### src/rtl/pacman_pkg.sv
// Shared direction constants and the L > U > R > D priority selector used by
// the button front end, the movement stage and the direction-flag logic.
package pacman_pkg;

  localparam logic [3:0] DIR_L    = 4'b1000;
  localparam logic [3:0] DIR_U    = 4'b0100;
  localparam logic [3:0] DIR_R    = 4'b0010;
  localparam logic [3:0] DIR_D    = 4'b0001;
  localparam logic [3:0] DIR_NONE = 4'b0000;

  // Highest-priority set bit of req as a one-hot direction, or DIR_NONE.
  function automatic logic [3:0] dir_priority(input logic [3:0] req);
    logic [3:0] sel;
    sel = DIR_NONE;
    if      (req[3]) sel = DIR_L;
    else if (req[2]) sel = DIR_U;
    else if (req[1]) sel = DIR_R;
    else if (req[0]) sel = DIR_D;
    return sel;
  endfunction

endpackage

### src/rtl/debounce_cell.sv
// One button: SYNC_STAGES-deep synchroniser followed by a debounce counter.
// The stable level only changes after the synchronised level has differed
// from it for DEBOUNCE_CYCLES consecutive edges.
module debounce_cell #(
  parameter int unsigned DEBOUNCE_CYCLES = 500000,
  parameter int unsigned CNT_W           = 20,
  parameter int unsigned SYNC_STAGES     = 2
) (
  input  logic clk_i,
  input  logic rst_ni,
  input  logic raw_i,
  output logic stable_o
);

  localparam logic [CNT_W-1:0] CNT_LAST = CNT_W'(DEBOUNCE_CYCLES - 1);

  logic [SYNC_STAGES-1:0] sync_q, sync_d;
  logic [CNT_W-1:0]       cnt_q, cnt_d;
  logic                   stable_q, stable_d;
  logic                   s;

  assign s        = sync_q[SYNC_STAGES-1];
  assign stable_o = stable_q;

  // Next-state: shift the synchroniser; count while s disagrees with the stable level.
  always_comb begin
    sync_d   = {sync_q[SYNC_STAGES-2:0], raw_i};
    stable_d = stable_q;
    cnt_d    = cnt_q;
    if (s == stable_q) begin
      cnt_d = '0;
    end else if (cnt_q == CNT_LAST) begin
      stable_d = s;
      cnt_d    = '0;
    end else begin
      cnt_d = cnt_q + CNT_W'(1);
    end
  end

  // State registers with synchronous active-low reset.
  always_ff @(posedge clk_i) begin
    if (!rst_ni) begin
      sync_q   <= '0;
      cnt_q    <= '0;
      stable_q <= 1'b0;
    end else begin
      sync_q   <= sync_d;
      cnt_q    <= cnt_d;
      stable_q <= stable_d;
    end
  end

endmodule

### src/rtl/btn_conditioner.sv
// Button front end: four debounce cells, rising-edge press detection and the
// arbitration register that turns held buttons into a one-hot direction.
module btn_conditioner
  import pacman_pkg::*;
#(
  parameter int unsigned DEBOUNCE_CYCLES = 500000,
  parameter int unsigned CNT_W           = 20,
  parameter int unsigned SYNC_STAGES     = 2
) (
  input  logic       clk_50mhz,
  input  logic       rst_n,
  input  logic [3:0] btn_raw,
  output logic [3:0] btn_stable,
  output logic [3:0] press_pulse,
  output logic [3:0] btn
);

  logic [3:0] stable_d_q;
  logic [3:0] btn_q, btn_d;

  for (genvar g = 0; g < 4; g++) begin : g_cell
    debounce_cell #(
      .DEBOUNCE_CYCLES (DEBOUNCE_CYCLES),
      .CNT_W           (CNT_W),
      .SYNC_STAGES     (SYNC_STAGES)
    ) u_cell (
      .clk_i    (clk_50mhz),
      .rst_ni   (rst_n),
      .raw_i    (btn_raw[g]),
      .stable_o (btn_stable[g])
    );
  end

  assign press_pulse = btn_stable & ~stable_d_q;
  assign btn         = btn_q;

  // Arbitration: newest press wins; on release of the selected button fall
  // back to the highest-priority button still held.
  always_comb begin
    btn_d = btn_q;
    if (press_pulse != DIR_NONE) begin
      btn_d = dir_priority(press_pulse);
    end else if (btn_q != DIR_NONE && (btn_q & btn_stable) == DIR_NONE) begin
      btn_d = dir_priority(btn_stable);
    end
  end

  // Delayed stable copy and arbitration register.
  always_ff @(posedge clk_50mhz) begin
    if (!rst_n) begin
      stable_d_q <= '0;
      btn_q      <= DIR_NONE;
    end else begin
      stable_d_q <= btn_stable;
      btn_q      <= btn_d;
    end
  end

endmodule
### config.mk
export PLATFORM = sky130hd
export DESIGN_NAME = btn_conditioner
export DESIGN_NICKNAME = d
export VERILOG_FILES = /design/src/rtl/pacman_pkg.sv /design/src/rtl/debounce_cell.sv /design/src/rtl/btn_conditioner.sv
export SDC_FILE = /design/constraint.sdc
export NUM_CORES = 1
export LEC_CHECK = 0
export CORE_MARGIN = 3
export CORE_UTILIZATION = 65
export DETAILED_ROUTE_END_ITERATION = 16
export PLACE_DENSITY = 0.87
export REMOVE_ABC_BUFFERS = 1
export SYNTH_ARGS = -nofsm -noshare
export SYNTH_HDL_FRONTEND = slang
export SYNTH_SLANG_ARGS = --single-unit
### constraint.sdc
create_clock -name clk_50mhz -period 3.83 [get_ports clk_50mhz]
set_input_delay 0.766 -clock clk_50mhz [delete_from_list [all_inputs] [get_ports clk_50mhz]]
set_output_delay 0.766 -clock clk_50mhz [all_outputs]
set_load 0.1 [all_outputs]
### Placed cells, one color a class, run 1

Drawn at 4 px/µm. Fill, decap, tap and diode cells in gray.
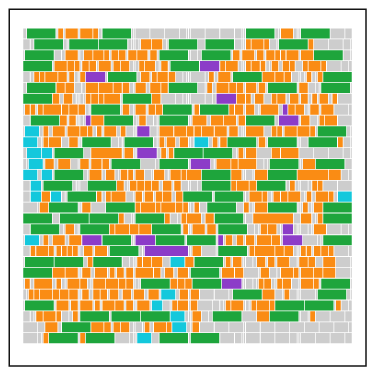
class	color	cells
sequential cells	green	100
clock drivers and dummy loads	purple	16
combinational and other logic	orange	383
remaining buffers and delay cells	cyan	19

### Cell area per tile, run 1

Drawn at 3 px/µm. 9 x 9 tiles, from black (low) to pale yellow (high), 0 to 100% covered.
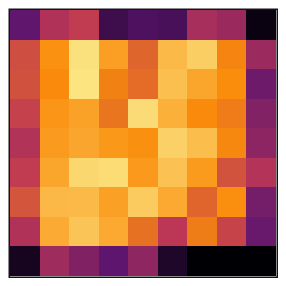
nearly empty tiles	3.7%
densest ninth of the die	center
mean over tiles	60%
fullest tile	94%
tiles over 75% full	42%

### Layout detail, run 1

Window x 32 to 57, y 32 to 57 µm. Cells in gray, sequential cells in the stronger gray; small squares are vias.
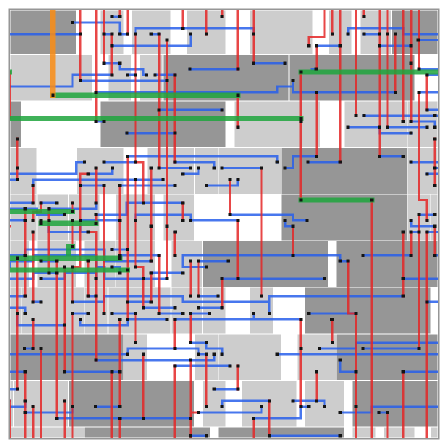
layer	color
metal 1	blue
metal 4	orange
metal 2	red
metal 3	green
sequential cells in the window	13
netlist names of flops here include	g_cell.u_cell.cnt_q (7), btn (3), stable_d_q (2)
cells with their middle in the window	56
most frequent	dfxtp_1 (13), nand2_1 (8), mux2i_1 (5)

### The clock network, run 1

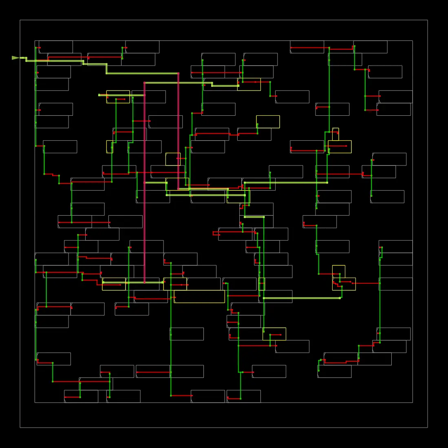
number of buffers added by the clock tree synthesis step: 9
Seq Cell Count: 100

==> COMMIT_EDITMSG, run 1 <==
Add synthesis and place-and-route results

- The detailed router put a total of approximately 3.9 mm of wire on met1.
- Global-route wire length before repair: 14.23 mm
- Count of buffering cells on the critical path with inverters included: 1
- For this block, the via count after detailed routing is between 3000 and 4000.
- The final antenna diode tally reported by the flow is 0.
- The highest clock rate this design can be run at is 359.5 MHz.
- Max-cap violations in this run came to 0.
- In the CTS report, the clock slew at the register clock pins of the worst setup and hold paths is listed as 90 ps.
- Per the OpenROAD floorplan log, the area of the die is 0.007890 mm².
- The final layout contains 523 nets.
- Startpoint type of the worst setup path: register
* First drt pass iteration count: 4
- Internal power summed over all cells: 0.001376 W
* Number of pins with negative max-slew slack in the final report: 0
- Average wire per standard cell: 13.75 µm
* Clock Power Share: 38.0%
* Number of buffers added for setup after CTS: 0
* Syn Std Cell Area: about 0.0045 mm²
- RSZ-0062 raised after global routing: false
* Clk root buf: sky130_fd_sc_hd__clkbuf_8
- Number of placed I/O pins: 18
- The number of antenna violations at the first check in global routing is 0.
- For this configuration, the core starts out at a cell density of 68.66%.
- The longest clock path from root to sink contains 2 buffers.
- Seq share, synth: 44.89%
* Final total negative setup slack: 0 ps
- Summing internal, switching and leakage power gives between 0.0015 and 0.002 W.
- Entering global routing, the biggest net connects 27 pins.
- The critical path endpoint has a required time of 3060 ps.
* Total power density per cell area: approximately 360 mW/mm²
- Routed length on met2: between 3 and 4 mm
- Per the placement report, the placed cell count is 579.
* CP max-delay cell: sky130_fd_sc_hd__clkdlybuf4s50_1
- Part of the total power dissipated in combinational logic: 1.4%
- The library cell used most frequently in the layout, excluding fill and tap cells, is sky130_fd_sc_hd__dfxtp_1.
* Mean post-synth cell area: 8.954 µm²
* Final cycle utilization of the critical path: 72.63%
- In this run the tools logged warnings totalling 25.
- Source-to-sink clock delay at the later pin of the worst-skew pair: 360 ps
* Resized cells post-CTS: 0
- The smallest clock period supported by the final layout is computed as ~2800 ps.
* Highest routed layer: met4
- The share of total power dissipated in sequential elements is 60.6%.
- Delay of the slowest critical-path stage: approximately 1200 ps
- After legalization and detailed placement, the total HPWL measured between 5 and 6 mm.
- Global routing used 22.60% of the available tracks.
- First-iteration detailed-routing DRC count: 135
- In the post-route report, total wirelength is listed as between 8 and 9 mm.
- Yosys cell types: 39
- Outcome: finished, final reports clean
- According to the CTS report, the clock sink count is ~100.
* Class of the most critical hold timing path: register to register
- Vias in the first global route: 3369
* Count of buffers inserted at the top-level ports: 17
- Static Leakage: 1.510 nW
* Flops & latches, synth: 100
- Yosys reports a chip area of 0.004459 mm².
- The congestion estimate from routability-driven global placement came to 0.8783.
- Width of the chip: 88.83 µm
* Ys Warns: 0
- Per the final layout report, the fraction of cells sized above drive strength 1 comes to 5.212%.
- Signal arrival time at the worst endpoint: 2020 ps
* Critical Path, Cell by Cell: clkdlybuf4s50_1
* Number of placement rows: 29
* Max_slew headroom: 25.61%
==> run 1: layer usage <==
metal | GRT usage, % | vias up
li1 | - | 1787
met1 | 27.62 | 1654
met4 | 7.830 | 0
met2 | 37.72 | 61
met3 | 6.983 | 10
met5 | 0 | -
==> run 1: logic make-up after synthesis <==
logic type,count (synthesis),share of synthesized area [%]
fa+ha+maj,4,1.122
mux,10,2.245
compound gates,48,7.127
simple gates,249,30.13
xor+xnor,58,11.39
flops,100,44.89
buf+inv,29,3.087
==> run 1: layout make-up <==
| class | count | area (µm²) |
|---|---|---|
| fill | 505 | 1649 |
| timing repair buffer | 19 | 175.2 |
| inverter | 14 | 52.55 |
| sequential | 100 | 2002 |
| tap | 77 | 96.34 |
| clock buffer | 13 | 148.9 |
| multi-input combinational | 369 | 2325 |
| clock inverter | 3 | 46.29 |
==> run 1: power groups by stage <==
stage | Sequential [W] | Clock (W) | Combinational, W
floorplan | 0.00107 | 0 | 0.0000113
global placement | 0.00107 | 0 | 0.0000232
detailed placement | 0.00107 | 0 | 0.0000239
CTS | 0.00105 | 0.000677 | 0.0000239
global route | 0.00105 | 0.000718 | 0.0000264
finish | 0.00105 | 0.000657 | 0.0000235
==> run 1: synth_stat cells (all sizes together) <==
master,number,area share (%)
xnor2,31,6.1
a31oi,1,0.14
nor4,14,2.1
nor2,66,5.6
and2,14,2.0
dfxtp,100,45
inv,14,1.2
nand4,24,3.7
nor2b,4,0.56
and4,8,1.6
ha,4,1.1
clkbuf,7,0.59
nor3,16,1.8
nand3,33,3.7
nor3b,2,0.34
or3,11,1.7
o21ai,15,1.7
a22oi,2,0.34
mux2i,10,2.2
nor4b,8,1.6
o211ai,1,0.48
or4b,2,0.53
nand2,31,2.6
and3,7,0.98
buf,8,1.3
or2,1,0.14
or4,8,1.3
a21oi,17,1.9
xor2,27,5.3
o31ai,11,2.0
o41ai,1,0.62
==> run 1: state kept, by name (all words and copies together) (netlist names) <==
| name | count |
|---|---|
| g_cell.u_cell.sync_q | 8 |
| btn | 4 |
| stable_d_q | 4 |
| g_cell.u_cell.cnt_q | 80 |
| g_cell.u_cell.stable_o | 4 |
==> run 1: through the flow <==
step	hold slack, ps	instance area (µm²)	setup slack (ps)	util (%)
2_1_floorplan	411.8	4374	453.5	-
3_3_place_gp	415.0	4651	1426	71.60
3_5_place_dp	421.5	4651	1411	71.60
4_1_cts	443.2	4846	1009	74.61
5_1_grt	466.6	4846	965.7	74.61
6_report	439.3	4846	1048	74.61
==> run 1: path summary, 6_finish.rpt <==
path | from | endpoint | slack, ps | cells after the start
setup / recovery | g_cell[3].u_cell.stable_o$_SDFFE_PN0P_ | btn_stable[3] | 1050 | 1
hold / removal | g_cell[0].u_cell.sync_q[0]$_SDFF_PN0_ | g_cell[0].u_cell.sync_q[1]$_SDFF_PN0_ | 440 | 1
setup reg to reg | g_cell[3].u_cell.cnt_q[0]$_SDFF_PP0_ | g_cell[3].u_cell.cnt_q[8]$_SDFF_PP0_ | 1480 | 4
hold reg to reg | g_cell[0].u_cell.sync_q[0]$_SDFF_PN0_ | g_cell[0].u_cell.sync_q[1]$_SDFF_PN0_ | 440 | 1
## Run 2: what changed since run 1
--- a/config.mk
+++ b/config.mk
@@ -6,9 +6,9 @@
 export NUM_CORES = 1
 export LEC_CHECK = 0
 export CORE_MARGIN = 3
-export CORE_UTILIZATION = 65
+export CORE_UTILIZATION = 60
 export DETAILED_ROUTE_END_ITERATION = 16
-export PLACE_DENSITY = 0.87
+export PLACE_DENSITY = 0.82
 export REMOVE_ABC_BUFFERS = 1
 export SYNTH_ARGS = -nofsm -noshare
 export SYNTH_HDL_FRONTEND = slang
==> constraint.sdc (replaced) <==
create_clock -name clk_50mhz -period 2.6 [get_ports clk_50mhz]
set_input_delay 0.52 -clock clk_50mhz [delete_from_list [all_inputs] [get_ports clk_50mhz]]
set_output_delay 0.52 -clock clk_50mhz [all_outputs]
set_load 0.1 [all_outputs]
==> run 2 against run 1 <==
  * Non-clock buffer count increased by 2
  * Global-route usage decreased by 1.4 points
  * Largest cell class unchanged
  * Critical path depth increased by 1
  * Sequential cell count unchanged
  * Design area increased by 1.8%
  * Synthesized cell count unchanged
  * Core utilization decreased by 3.9 points
==> COMMIT_EDITMSG, run 2 <==
Add synthesis and place-and-route results

- The final antenna diode tally reported by the flow is 0.
- The report lists the number of cells resized after CTS as 0.
- Walking the worst path, the cells encountered are nor2b_1, buf_4.
- The run finished with clean final reports.
- Count of buffering cells on the critical path with inverters included: 1
- Longest Clk Path Bufs: 2
* Primary FF master, synth: sky130_fd_sc_hd__dfxtp_1
- 18 I/O pins were placed.
- Summed over all layers, the routed wires come to about 8.3 mm.
* Clock Power Share: 44.3%
- Worst path required time: 2080 ps
- Relative contribution of sequential cells to total power: 54.5%
- Max_slew headroom: 22.96%
* Count of buffers inserted at the top-level ports: 17
- The root buffer cell chosen for the clock tree is sky130_fd_sc_hd__clkbuf_8.
- Class of the most critical hold timing path: register to register
- The script computed a power per unit cell area of 573.4 mW/mm².
* Tool warning count: 25
- Per the log, the first TritonRoute iteration ended with a DRC count of 141.
* Main area contributors: sky130_fd_sc_hd__dfxtp_1, sky130_fd_sc_hd__xnor2_1, sky130_fd_sc_hd__nor2_1, sky130_fd_sc_hd__xor2_1, sky130_fd_sc_hd__nand3_1
* Yosys cell types: 39
- Die Area: roughly 0.0085 mm²
* Overall power consumption: 0.002830 W
- The final route contains 3529 vias.
- The report counts max-capacitance violations totalling 0.
* Part of the total power dissipated in combinational logic: between 1 and 1.5%
- Dominant logic cell type in the layout: sky130_fd_sc_hd__dfxtp_1
- Multi-input gate area: 0.002325 mm²
- Static Leakage: 1.572 nW
- Placer congestion estimate: 0.8252
- In this run the mean area of a mapped cell was approximately 9.0 µm².
- Net count, final: 525
- Of all cell types, the one taking the most synthesized area is sky130_fd_sc_hd__dfxtp_1.
* Achievable clock frequency: 454.9 MHz
- Synth top area share: 44.89%
- The Yosys step of the flow raised 0 warnings.
- Summed area of non-filler cells in the final layout: ~0.0049 mm²
-- run 2: cell count changes in the layout (fill, tap and decap cells not counted), sizes merged --
| cell | previous run | this run |
|---|---|---|
| clkinv | 1 | 0 |
| bufinv | 1 | 4 |
| clkdlybuf4s50 | 13 | 5 |
| clkbuf | 13 | 12 |
| buf | 6 | 16 |
| clkinvlp | 1 | 0 |
-- run 2: power by group through the flow --
| stage | logic (W) | clock network (W) | registers (W) |
|---|---|---|---|
| 2_1_floorplan | 0.0000167 | 0 | 0.00158 |
| 3_3_place_gp | 0.0000348 | 0 | 0.00158 |
| 3_5_place_dp | 0.0000353 | 0 | 0.00158 |
| 4_1_cts | 0.0000357 | 0.00129 | 0.00154 |
| 5_1_grt | 0.0000399 | 0.00136 | 0.00154 |
| 6_report | 0.0000350 | 0.00125 | 0.00154 |
-- run 2: layout make-up --
cell class,instances,area share (%)
Sequential cell,100,40.57
Inverter,14,1.065
Multi-Input combinational cell,369,47.11
Clock buffer,12,2.941
Timing Repair Buffer,21,3.448
Clock inverter,4,2.434
Tap cell,96,2.434
-- run 2: worst paths after layout --
check,from,endpoint,slack [ps],depth (start not counted)
setup reg to reg,g_cell[3].u_cell.cnt_q[6]$_SDFF_PP0_,g_cell[3].u_cell.cnt_q[3]$_SDFF_PP0_,490,4
hold reg to reg,g_cell[2].u_cell.sync_q[0]$_SDFF_PN0_,g_cell[2].u_cell.sync_q[1]$_SDFF_PN0_,440,1
hold / removal,g_cell[2].u_cell.sync_q[0]$_SDFF_PN0_,g_cell[2].u_cell.sync_q[1]$_SDFF_PN0_,440,1
setup / recovery,g_cell[3].u_cell.stable_o$_SDFFE_PN0P_,press_pulse[3],400,2
-- run 2: cell families after synthesis --
kind of cell	share of synthesized area, %
XOR/XNOR	11.39
buffers and inverters	3.087
AND-OR/OR-AND	7.127
AND/OR/NAND/NOR	30.13
multiplexers	2.245
adder cells (fa/ha/maj)	1.122
flip-flops	44.89
-- run 2: per-layer routing --
layer / vias to the layer above / share of wire, % / GRT usage, %
li1: 1808 / - / -
met1: 1657 / 48 / 27.83
met2: 53 / 48 / 34.06
met3: 11 / 3.6 / 6.399
met4: 0 / 1.2 / 5.446
met5: - / 0 / 0
-- run 2: stage by stage --
stage / utilization, % / instances / TNS [ps] / worst slack (ps)
after floorplan: - / 483 / -4974 / -749.3
after global placement: 66.88 / 600 / 0 / 552.0
after detailed placement: 66.88 / 600 / 0 / 467.8
after CTS: 70.68 / 616 / 0 / 393.7
after global routing: 70.68 / 616 / 0 / 239.5
final: 70.68 / 616 / 0 / 401.7
### Cell area per tile, run 2

Drawn at 3 px/µm. 9 x 9 tiles, from black (low) to pale yellow (high), 0 to 100% covered.
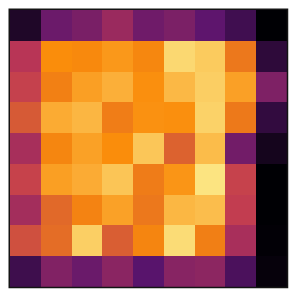
starting density of the core: 63.87%
core area: 0.006982 mm²
share of the core filled with cells in the final layout: 70.68%

### The clock network, run 2

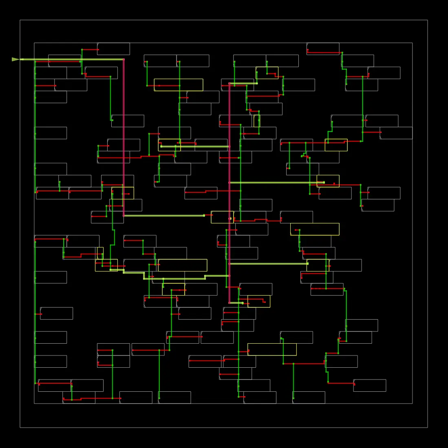
number of sinks on the clock net: 100
source-to-sink clock delay at the later pin of the worst-skew pair: 360 ps
Clk power: 0.00125 W
Setup Skew: 11.26 ps
total of clock buffers placed in the layout: 12

No activity file was given, so power comes from the tool's default toggle rates.
